layer_met3.png
The bar under the picture is 20 um long.
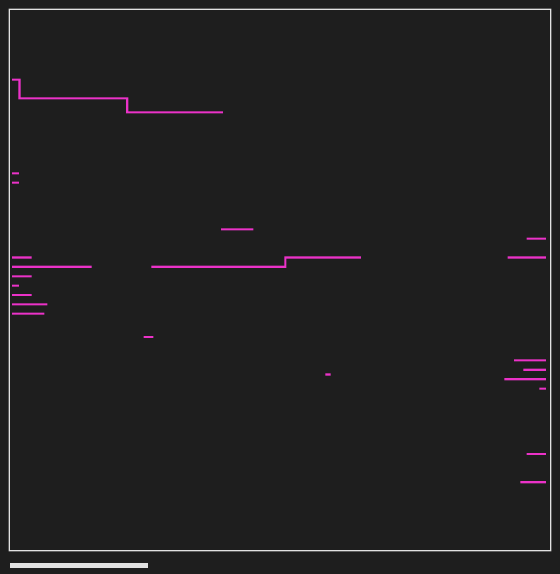
metal_density.png
The bar under the picture is 20 um long. 16 x 16 tiles, from dark blue (low) to red (high), scaled to the fullest tile. Values are wire area over tile area, all layers added.
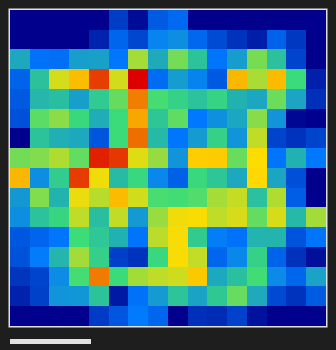
placement_by_type.png
Fill, decap, tap and diode cells in grey.
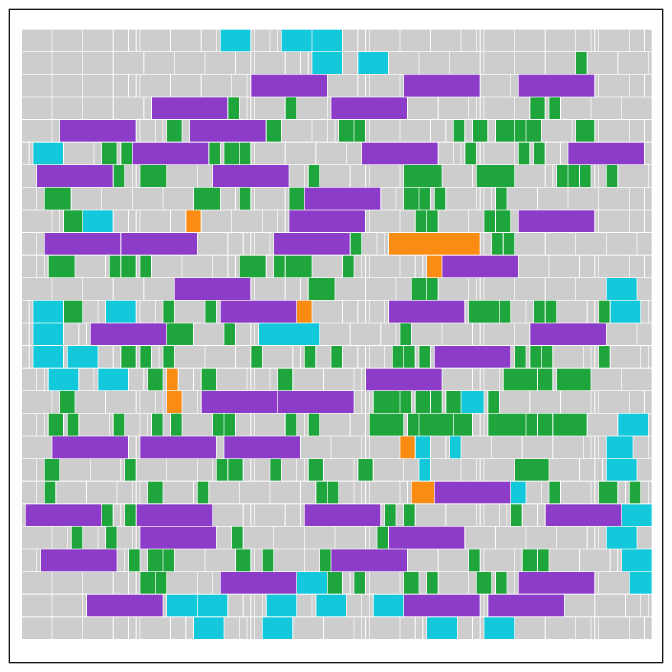
layer_met1.png
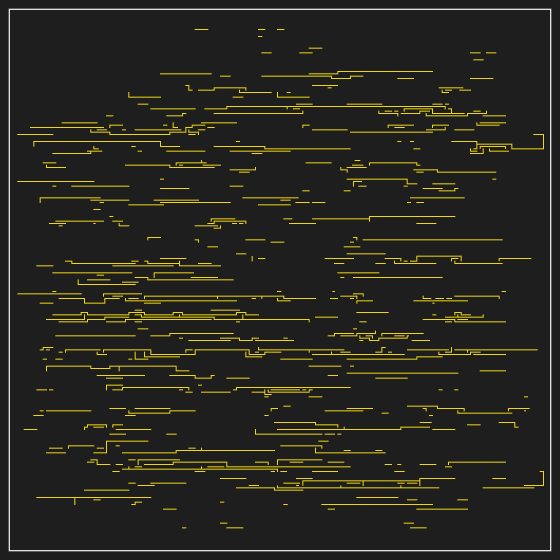
## src/rtl/byte_word_packer_pkg.sv

```systemverilog
// rtl/byte_word_packer_pkg.sv - shared state enum and width helpers for the byte-to-word packer
package byte_word_packer_pkg;

  typedef enum logic [1:0] {
    IDLE = 2'd0,
    FILL = 2'd1,
    FULL = 2'd2
  } pack_state_t;

  // Lane counter must hold 0..LANES inclusive.
  function automatic int cnt_width(input int lanes);
    return $clog2(lanes + 1);
  endfunction

  // Idle counter must hold 0..TIMEOUT; never narrower than one bit.
  function automatic int idle_width(input int timeout);
    return (timeout < 1) ? 1 : $clog2(timeout + 1);
  endfunction

endpackage

```

## src/rtl/byte_word_packer_pack_idle_timer.sv

```systemverilog
// rtl/byte_word_packer_pack_idle_timer.sv - idle counter that pulses when a partial word has waited too long
module pack_idle_timer
  import byte_word_packer_pkg::*;
#(
  parameter int TIMEOUT = 16
) (
  input  logic clk,
  input  logic rst,
  input  logic clr,
  input  logic en,
  output logic expire
);

  localparam int IW = idle_width(TIMEOUT);

  generate
    if (TIMEOUT == 0) begin : g_off
      assign expire = 1'b0;
    end else begin : g_on
      logic [IW-1:0] count;

      // Count idle cycles; clear has priority so an accept or emit restarts the wait.
      always_ff @(posedge clk or negedge rst) begin
        if (!rst) begin
          count <= '0;
        end else if (clr) begin
          count <= '0;
        end else if (en) begin
          count <= count + IW'(1);
        end
      end

      // Pulse in the cycle whose edge brings the count up to TIMEOUT.
      assign expire = en && !clr && (count == IW'(TIMEOUT - 1));
    end
  endgenerate

endmodule

```

## src/rtl/byte_word_packer.sv

```systemverilog
// rtl/byte_word_packer.sv - packs a byte stream into LANES-wide words with flush and idle timeout
module byte_word_packer
  import byte_word_packer_pkg::*;
#(
  parameter int WIDTH     = 8,
  parameter int LANES     = 2,
  parameter int OUT_WIDTH = WIDTH * LANES,
  parameter int TIMEOUT   = 16
) (
  input  logic                 clk,
  input  logic                 rst,
  input  logic                 in_valid,
  output logic                 in_ready,
  input  logic [WIDTH-1:0]     in_data,
  input  logic                 flush,
  output logic                 out_valid,
  input  logic                 out_ready,
  output logic [OUT_WIDTH-1:0] out_data,
  output logic [LANES-1:0]     out_keep
);

  localparam int CW = cnt_width(LANES);

  pack_state_t          state, state_n;
  logic [CW-1:0]        cnt, cnt_n, lane_sel;
  logic                 flush_pend, flush_pend_n;
  logic [WIDTH-1:0]     acc [LANES];
  logic                 pending, emit, accept;
  logic                 idle_en, idle_clr, expire;
  logic [LANES-1:0]     keep_n;
  logic [OUT_WIDTH-1:0] data_n;

  // Handshake: a word leaves when one is pending and the output register is free or draining.
  always_comb begin
    pending  = (state == FULL);
    emit     = pending && (!out_valid || out_ready);
    in_ready = (cnt < CW'(LANES)) || emit;
    accept   = in_valid && in_ready;
    lane_sel = emit ? '0 : cnt;
    idle_en  = (cnt != '0) && !accept && !flush_pend;
    idle_clr = accept || emit;
  end

  // Next lane count, flush request and state; a flush only sticks when there is a byte to send.
  always_comb begin
    cnt_n        = cnt;
    flush_pend_n = flush_pend;
    state_n      = state;
    if (emit) begin
      cnt_n        = accept ? CW'(1) : '0;
      flush_pend_n = flush && accept;
    end else begin
      if (accept) cnt_n = cnt + CW'(1);
      if ((flush && ((cnt != '0) || accept)) || expire) flush_pend_n = 1'b1;
    end
    if (cnt_n == '0) begin
      state_n = IDLE;
    end else if ((cnt_n == CW'(LANES)) || flush_pend_n) begin
      state_n = FULL;
    end else begin
      state_n = FILL;
    end
  end

  // Outgoing word image: filled lanes from the accumulator, unfilled lanes forced to zero.
  always_comb begin
    keep_n = '0;
    data_n = '0;
    for (int i = 0; i < LANES; i++) begin
      keep_n[i] = (CW'(i) < cnt);
      if (keep_n[i]) data_n[i*WIDTH +: WIDTH] = acc[i];
    end
  end

  // State, lane counter and flush request registers.
  always_ff @(posedge clk or negedge rst) begin
    if (!rst) begin
      state      <= IDLE;
      cnt        <= '0;
      flush_pend <= 1'b0;
    end else begin
      state      <= state_n;
      cnt        <= cnt_n;
      flush_pend <= flush_pend_n;
    end
  end

  // Accumulator: the accepted byte lands in lane cnt, or lane 0 when a word leaves this cycle.
  always_ff @(posedge clk or negedge rst) begin
    if (!rst) begin
      for (int i = 0; i < LANES; i++) acc[i] <= '0;
    end else begin
      for (int i = 0; i < LANES; i++) begin
        if (accept && (lane_sel == CW'(i))) acc[i] <= in_data;
      end
    end
  end

  // Output register: load on emit, drop valid once taken, otherwise hold stable.
  always_ff @(posedge clk or negedge rst) begin
    if (!rst) begin
      out_valid <= 1'b0;
      out_data  <= '0;
      out_keep  <= '0;
    end else if (emit) begin
      out_valid <= 1'b1;
      out_data  <= data_n;
      out_keep  <= keep_n;
    end else if (out_ready) begin
      out_valid <= 1'b0;
    end
  end

  pack_idle_timer #(
    .TIMEOUT(TIMEOUT)
  ) u_idle_timer (
    .clk   (clk),
    .rst   (rst),
    .clr   (idle_clr),
    .en    (idle_en),
    .expire(expire)
  );

endmodule

```

## config.mk

```make
export PLATFORM = sky130hd
export DESIGN_NAME = byte_word_packer
export DESIGN_NICKNAME = d
export VERILOG_FILES = /design/src/rtl/byte_word_packer_pkg.sv /design/src/rtl/byte_word_packer_pack_idle_timer.sv /design/src/rtl/byte_word_packer.sv
export SDC_FILE = /design/constraint.sdc
export NUM_CORES = 1
export LEC_CHECK = 0
export ABC_AREA = 1
export CAP_MARGIN = 15
export CELL_PAD_IN_SITES_DETAIL_PLACEMENT = 0
export CELL_PAD_IN_SITES_GLOBAL_PLACEMENT = 2
export CORE_MARGIN = 1
export CORE_UTILIZATION = 33
export CTS_BUF_LIST = sky130_fd_sc_hd__clkbuf_2
export CTS_CLUSTER_DIAMETER = 80
export DETAILED_ROUTE_END_ITERATION = 6
export GPL_TIMING_DRIVEN = 0
export PLACE_DENSITY_LB_ADDON = 0.25
export SLEW_MARGIN = 25
export SYNTH_ARGS = -nofsm -noshare
export SYNTH_HDL_FRONTEND = slang
export SYNTH_HIERARCHICAL = 1
export SYNTH_SLANG_ARGS = --single-unit
```

## constraint.sdc

```tcl
create_clock -name clk -period 2.4 [get_ports clk]
set_clock_uncertainty 0.05 [all_clocks]
set_input_delay 0.48 -clock clk [delete_from_list [all_inputs] [get_ports clk]]
set_output_delay 0.48 -clock clk [all_outputs]
set_load 0.05 [all_outputs]
```

==> impl_metrics.json <==
{
  "status": "finished, final reports clean",
  "fp_util_pct": 34.61,
  "top_cells_by_area_in_the_synthesized_netlist": "dfrtp_1, nand2_1, o21ai_0, o21ai_2, inv_1",
  "switching_power_mw": 1.660,
  "netlist_instances": 206,
  "compound_area_share_pct": 9.339,
  "place_ws_ps": -323.6,
  "timing.critical_path.arrival_ps": 1770,
  "worstPathMaxFanout": 8,
  "switching_share_pct": 47.30,
  "totalWireLength_mm": 3.914,
  "seqCellArea_um2": 1126,
  "achievable-frequency_ghz": 0.4347,
  "pin_count": 33,
  "die_y_um": 78.46,
  "postSynthSeqShare_pct": 58.37,
  "place.gp.congestion": 0.7078,
  "tritoncts_buffers": 5,
  "min_path_type": "reg2reg",
  "simple_gate_share_pct": 23.54,
  "synthDominantAreaCellType": "dfrtp_1",
  "detail_route.first_pass.iterations": 4,
  "power_combinational_mw": 1.86,
  "clock_buffers": 5,
  "syn_nets": 222,
  "critical_path.max_stage_delay_ps": 520,
  "p_clk_uw": 424,
  "number_of_warnings_the_tools_reported": 26,
  "ir_worst_vdd_v": 0.0005794,
  "startpoint_type": "input pin",
  "sequential_cell_power_mw": 1.23,
  "die_x_um": 78.46,
  "area.growth.synth_to_final_pct": 25.29,
  "number_of_routed_nets_with_antenna_violations": 0,
  "grt_setup_unrepaired": "false",
  "finalNetCount": 262,
  "worst-setup-path-type": "in2out",
  "tritoncts": "yes",
  "core_um2": 5574,
  "ff_type": "dfrtp_1",
  "relSlewSlack_pct": 61.03,
  "total_gr_overflow": 0,
  "buffer_area_share_pct": 15.37,
  "total_leakage_power_nw": 1.152,
  "top_area_share_pct": 58.37
}
-- layer_met3.png (at the start) --
main direction = horizontal
share of all routed wire = 3.3%

-- metal_density.png (at the start) --
mean over tiles = 0.098
tiles over half the peak = 28%
nearly empty tiles = 12%
fullest tile = 0.27

-- placement_by_type.png (at the start) --
sequential cells -> purple  # cells 45, share of their area 48%
combinational and other logic -> green  # cells 155, share of their area 33%
remaining buffers and delay cells -> cyan  # cells 39, share of their area 16%
clock drivers and dummy loads -> orange  # cells 8, share of their area 2.8%

-- layer_met1.png (at the start) --
longest straight run = 31.7 um
nets with wire on the layer = 223

[logic make-up (layout without fill, tap and decap cells)]
family | after synthesis | count (layout)
and+or+nand+nor | 101 | 101
DFF | 45 | 45
AOI/OAI and AO/OA | 30 | 30
buffers and inverters | 27 | 68
adders and majority gates | 3 | 3
[cell usage in the layout, fill, tap and decap left out, types with 2 or more instances in the layout]
cell / netlist / final
nand2_1: 70 / 70
clkbuf_2: 0 / 5
nor2_1: 6 / 6
buf_2: 2 / 2
clkbuf_1: 2 / 2
ha_1: 3 / 3
o21ai_0: 21 / 21
nand2_2: 4 / 4
buf_4: 1 / 2
nand3_1: 13 / 13
inv_1: 18 / 18
nand2_4: 5 / 5
clkdlybuf4s50_1: 0 / 30
o21ai_2: 8 / 8
dfrtp_1: 45 / 45
[worst paths after layout]
path,from,cells after the start,end
max,out_ready,6,in_ready
min,out_keep[0],2,out_keep[0]
max reg2reg,state[1],14,state[1]
min reg2reg,out_keep[0],2,out_keep[0]
max in group asynchronous,rst,2,acc[7]
min in group asynchronous,rst,2,out_keep[0]
[per-stage QoR]
stage | total power, mW | instances
5_1_grt | 3.806 | 319
4_1_cts | 3.578 | 319
3_5_place_dp | 3.154 | 310
3_3_place_gp | 3.141 | 310
2_1_floorplan | 2.578 | 206
6_report | 3.509 | 319
[worst max-delay path: cells and delay by family]
family / cells / cell delay, ps
simple gates: 3 / 260
buf+inv: 3 / 1010
[layer usage]
layer / track usage [%] / wire, um / vias up
met1: 18.73 / 1882 / 673
li1: - / - / 724
met2: 23.51 / 1857 / 23
met5: 0 / 0 / -
met3: 3.605 / 130 / 6
met4: 5.000 / 44 / 0
[sequential cells by signal (all words and copies together), names as in the netlist]
name	cells
state	2
cnt	2
flush_pend	1
out_data	16
acc	16
out_valid	1
u_idle_timer/g_on.count	5
out_keep	2
Power and IR drop assume default switching activity.
